## src/rtl/dmem_arbiter_if.sv

```systemverilog
// Bundle of the two requester ports and the shared single-port memory bus.
// slave = arbiter side, master = requesters/memory side (testbench or SoC glue).
interface dmem_arbiter_if #(
  parameter int AW = 32,
  parameter int DW = 32
);
  logic          p0_req;
  logic          p0_we;
  logic [AW-1:0] p0_addr;
  logic [DW-1:0] p0_wdata;
  logic          p0_stall;
  logic          p0_rvalid;
  logic [DW-1:0] p0_rdata;

  logic          p1_req;
  logic          p1_we;
  logic [AW-1:0] p1_addr;
  logic [DW-1:0] p1_wdata;
  logic          p1_gnt;
  logic          p1_rvalid;
  logic [DW-1:0] p1_rdata;

  logic          mem_en;
  logic          mem_we;
  logic [AW-1:0] mem_addr;
  logic [DW-1:0] mem_wdata;
  logic [DW-1:0] mem_rdata;

  modport slave (
    input  p0_req, p0_we, p0_addr, p0_wdata,
    output p0_stall, p0_rvalid, p0_rdata,
    input  p1_req, p1_we, p1_addr, p1_wdata,
    output p1_gnt, p1_rvalid, p1_rdata,
    output mem_en, mem_we, mem_addr, mem_wdata,
    input  mem_rdata
  );

  modport master (
    output p0_req, p0_we, p0_addr, p0_wdata,
    input  p0_stall, p0_rvalid, p0_rdata,
    output p1_req, p1_we, p1_addr, p1_wdata,
    input  p1_gnt, p1_rvalid, p1_rdata,
    input  mem_en, mem_we, mem_addr, mem_wdata,
    output mem_rdata
  );
endinterface

```

## src/rtl/dmem_arbiter.sv

```systemverilog
// Single-port data-memory arbiter: pipeline MEM stage (port 0) vs loader/debug (port 1).
// Define DMEM_ARB_STARVE_EN to build the port-1 starvation counter; otherwise port 0 has strict priority.
module dmem_arbiter #(
  parameter int AW       = 32,
  parameter int DW       = 32,
  parameter int MAX_WAIT = 4
) (
  input  logic          clk,
  input  logic          rst,
  dmem_arbiter_if.slave bus
);

  if (MAX_WAIT < 1 || MAX_WAIT > 15) begin : g_bad_max_wait
    $error("dmem_arbiter: MAX_WAIT must be within 1..15");
  end

  logic          gnt0;
  logic          gnt1;
  logic          stall;
  logic          force1;
  logic          en_next;
  logic          we_next;
  logic [AW-1:0] addr_next;
  logic [DW-1:0] wdata_next;
  logic          rd_pend_reg;
  logic          rd_own_reg;
  logic [1:0]    rvalid;
  logic [DW-1:0] rdata_resp [2];

`ifdef DMEM_ARB_STARVE_EN
  localparam logic [3:0] WAIT_LIMIT = 4'(MAX_WAIT);
  logic [3:0] wait_cnt_reg;

  assign force1 = bus.p1_req & (wait_cnt_reg == WAIT_LIMIT);

  always_ff @(posedge clk or negedge rst) begin
    if (!rst) begin
      wait_cnt_reg <= '0;
    end else if (!bus.p1_req || gnt1) begin
      wait_cnt_reg <= '0;
    end else if (wait_cnt_reg != WAIT_LIMIT) begin
      wait_cnt_reg <= wait_cnt_reg + 4'd1;
    end
  end
`else
  assign force1 = 1'b0;
`endif

  // Grants are gated by rst so every output sits at its reset value while reset is held.
  always_comb begin
    gnt0       = rst & bus.p0_req & ~force1;
    gnt1       = rst & bus.p1_req & ~gnt0;
    stall      = rst & bus.p0_req & ~gnt0;
    en_next    = gnt0 | gnt1;
    we_next    = 1'b0;
    addr_next  = '0;
    wdata_next = '0;
    if (gnt0) begin
      we_next    = bus.p0_we;
      addr_next  = bus.p0_addr;
      wdata_next = bus.p0_wdata;
    end else if (gnt1) begin
      we_next    = bus.p1_we;
      addr_next  = bus.p1_addr;
      wdata_next = bus.p1_wdata;
    end
  end

  always_ff @(posedge clk or negedge rst) begin
    if (!rst) begin
      rd_pend_reg <= 1'b0;
      rd_own_reg  <= 1'b0;
    end else begin
      rd_pend_reg <= (gnt0 & ~bus.p0_we) | (gnt1 & ~bus.p1_we);
      rd_own_reg  <= gnt1;
    end
  end

  // Read data is steered only to the port that owns the outstanding read.
  genvar gi;
  for (gi = 0; gi < 2; gi++) begin : g_resp
    assign rvalid[gi]     = rd_pend_reg & (rd_own_reg == 1'(gi));
    assign rdata_resp[gi] = rvalid[gi] ? bus.mem_rdata : '0;
  end

  assign bus.p0_stall  = stall;
  assign bus.p1_gnt    = gnt1;
  assign bus.p0_rvalid = rvalid[0];
  assign bus.p1_rvalid = rvalid[1];
  assign bus.p0_rdata  = rdata_resp[0];
  assign bus.p1_rdata  = rdata_resp[1];
  assign bus.mem_en    = en_next;
  assign bus.mem_we    = we_next;
  assign bus.mem_addr  = addr_next;
  assign bus.mem_wdata = wdata_next;

endmodule

```

## src/flat_wrapper.sv

```systemverilog
// flat-port wrapper written by rule: the top's interface ports become plain ports
module dmem_arbiter_flat 
#(
  parameter int AW       = 32,
  parameter int DW       = 32,
  parameter int MAX_WAIT = 4
)
  (clk, rst, bus_p0_req, bus_p0_we, bus_p0_addr, bus_p0_wdata, bus_p0_stall, bus_p0_rvalid, bus_p0_rdata, bus_p1_req, bus_p1_we, bus_p1_addr, bus_p1_wdata, bus_p1_gnt, bus_p1_rvalid, bus_p1_rdata, bus_mem_en, bus_mem_we, bus_mem_addr, bus_mem_wdata, bus_mem_rdata);
  dmem_arbiter_if #(.AW(AW), .DW(DW)) bus_i ();
  input  logic clk;
  input  logic rst;
  input wire logic [$bits(bus_i.p0_req)-1:0] bus_p0_req;
  input wire logic [$bits(bus_i.p0_we)-1:0] bus_p0_we;
  input wire logic [$bits(bus_i.p0_addr)-1:0] bus_p0_addr;
  input wire logic [$bits(bus_i.p0_wdata)-1:0] bus_p0_wdata;
  output wire logic [$bits(bus_i.p0_stall)-1:0] bus_p0_stall;
  output wire logic [$bits(bus_i.p0_rvalid)-1:0] bus_p0_rvalid;
  output wire logic [$bits(bus_i.p0_rdata)-1:0] bus_p0_rdata;
  input wire logic [$bits(bus_i.p1_req)-1:0] bus_p1_req;
  input wire logic [$bits(bus_i.p1_we)-1:0] bus_p1_we;
  input wire logic [$bits(bus_i.p1_addr)-1:0] bus_p1_addr;
  input wire logic [$bits(bus_i.p1_wdata)-1:0] bus_p1_wdata;
  output wire logic [$bits(bus_i.p1_gnt)-1:0] bus_p1_gnt;
  output wire logic [$bits(bus_i.p1_rvalid)-1:0] bus_p1_rvalid;
  output wire logic [$bits(bus_i.p1_rdata)-1:0] bus_p1_rdata;
  output wire logic [$bits(bus_i.mem_en)-1:0] bus_mem_en;
  output wire logic [$bits(bus_i.mem_we)-1:0] bus_mem_we;
  output wire logic [$bits(bus_i.mem_addr)-1:0] bus_mem_addr;
  output wire logic [$bits(bus_i.mem_wdata)-1:0] bus_mem_wdata;
  input wire logic [$bits(bus_i.mem_rdata)-1:0] bus_mem_rdata;
  assign bus_i.p0_req = bus_p0_req;
  assign bus_i.p0_we = bus_p0_we;
  assign bus_i.p0_addr = bus_p0_addr;
  assign bus_i.p0_wdata = bus_p0_wdata;
  assign bus_p0_stall = bus_i.p0_stall;
  assign bus_p0_rvalid = bus_i.p0_rvalid;
  assign bus_p0_rdata = bus_i.p0_rdata;
  assign bus_i.p1_req = bus_p1_req;
  assign bus_i.p1_we = bus_p1_we;
  assign bus_i.p1_addr = bus_p1_addr;
  assign bus_i.p1_wdata = bus_p1_wdata;
  assign bus_p1_gnt = bus_i.p1_gnt;
  assign bus_p1_rvalid = bus_i.p1_rvalid;
  assign bus_p1_rdata = bus_i.p1_rdata;
  assign bus_mem_en = bus_i.mem_en;
  assign bus_mem_we = bus_i.mem_we;
  assign bus_mem_addr = bus_i.mem_addr;
  assign bus_mem_wdata = bus_i.mem_wdata;
  assign bus_i.mem_rdata = bus_mem_rdata;
  dmem_arbiter #(.AW(AW), .DW(DW), .MAX_WAIT(MAX_WAIT)) u_core (.clk(clk), .rst(rst), .bus(bus_i));
endmodule
```

## config.mk

```make
export PLATFORM = sky130hd
export DESIGN_NAME = dmem_arbiter_flat
export DESIGN_NICKNAME = d
export VERILOG_FILES = /design/src/rtl/dmem_arbiter_if.sv /design/src/rtl/dmem_arbiter.sv /design/src/flat_wrapper.sv
export SDC_FILE = /design/constraint.sdc
export NUM_CORES = 1
export LEC_CHECK = 0
export CAP_MARGIN = 40
export CORE_AREA = 5 5 114 116
export CTS_BUF_LIST = sky130_fd_sc_hd__clkbuf_4
export DETAILED_ROUTE_END_ITERATION = 10
export DIE_AREA = 0 0 119 121
export MAX_ROUTING_LAYER = met4
export SYNTH_ARGS = -nofsm -noshare
export SYNTH_HDL_FRONTEND = slang
export SYNTH_SLANG_ARGS = --single-unit
```

## constraint.sdc

```tcl
create_clock -name clk -period 1.2 [get_ports clk]
set_clock_uncertainty 0.15 [all_clocks]
set_input_delay 0.12 -clock clk [delete_from_list [all_inputs] [get_ports clk]]
set_output_delay 0.12 -clock clk [all_outputs]
set_load 0.005 [all_outputs]
```

**Clock distribution**

Scale: 4 px per um.
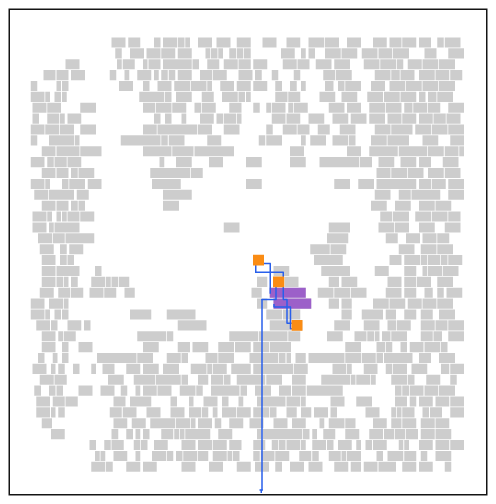
[clock wires] blue | length: 104 um
[clock-net drivers] orange | count: 3
[flip-flops] purple | count: 2
routed clock nets: 4
Power Clock: 0.000150 W
power share of the clock group: 6.5%

**Logic cells by family**

Scale: 3 px per um.
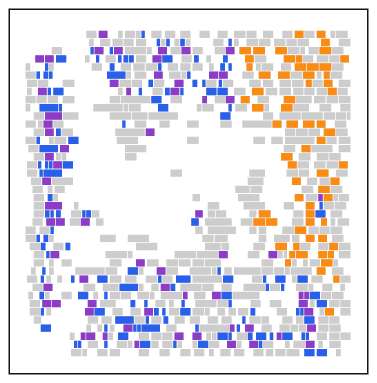
| family | color | cells | most used |
|---|---|---|---|
| nand cells | blue | 132 | nand2_1 |
| aoi and oai cells | purple | 66 | o21ai_2 |
| and/or cells | orange | 65 | and3_4 |
Non-Filler Instances: 830
most frequent logic cell in the layout: clkdlybuf4s50_1

==> impl_metrics.tcl <==
# yosys + openroad results
set metrics [dict create \
    die_w_um 119 \
    edf_count 0 \
    drtPass1Iterations 4 \
    yosys_warnings 0 \
    grt_pass1_vias 3968 \
    setup_tns_ns -32.45 \
    drc_errors 0 \
    final_cell_area_um2 6570 \
    ys_sh_mux_pct 0 \
    violations "setup timing" \
    m1WireLength_mm 6.66 \
    cp.arrival_ns 1.39 \
    dp.cells 741 \
    met2_wirelength_mm 8.74 \
    area_leaders "nand3_1 (20%), o21ai_1 (20%), nand2_1 (15%)" \
    n_fill_cell 1056 \
    portBuffers 298 \
    core_area_um2 11800 \
    leakage_nw 3.00 \
    comb_cells 267 \
    use_met2_pct 38.2 \
    buffers 410 \
    final_net_count 851 \
    cp_data_required_time_ns 0.93 \
    p_comb_w 0.00209 \
    grt_setup_unrepaired "yes" \
    dieHeight_um 121 \
    postCtsSetupBuffers 53 \
    postPlaceCellArea_um2 4820 \
    yosys_area_um2 1600 \
    initCoreUtil_pct 13.5 \
    status "finished, violations left" \
    worstHoldPathCells 3 \
    preCtsSetupSlack_ns -0.479 \
    simple_gate_share_pct 62.8 \
    cap_viol_max_count 0 \
    worst_slack_ns -0.455 \
    wl_per_cell_um 19.7 \
    design.seq.count 2 \
    antenna_found_initial 0 \
    crit_buf_inv 5 \
    numSynthFlops 2 \
    common_cells "nand2_1 (65), nand3_1 (65), o21ai_1 (65), and2_1 (33), and3_1 (32)" \
    buf_share_pct 65.0 \
    min_to "u_core.rd_pend_reg$_DFF_PN0_" \
    critPathLaunchType "flip-flop" \
    fin_util_pct 55.6 \
    worstHoldStart "bus_p1_we" \
    ff_type "dfrtp_1" \
    syn_to_final_growth_pct 312 \
    power_w 0.00231 \
    post-route-period-util_pct 138 \
    clock_sinks 2 \
    setup_viol 133 \
    routed-via-count 3841 \
    comb_area_um2 2040 \
    cp_slowest_stage_delay_ns 0.39 \
    pin_count 300 \
    clk_pin_slew_ns 0.03 \
    cts_root_buf "clkbuf_4" \
    power_switching_w 0.000829 \
]
No activity file was given, so power comes from the tool's default toggle rates.
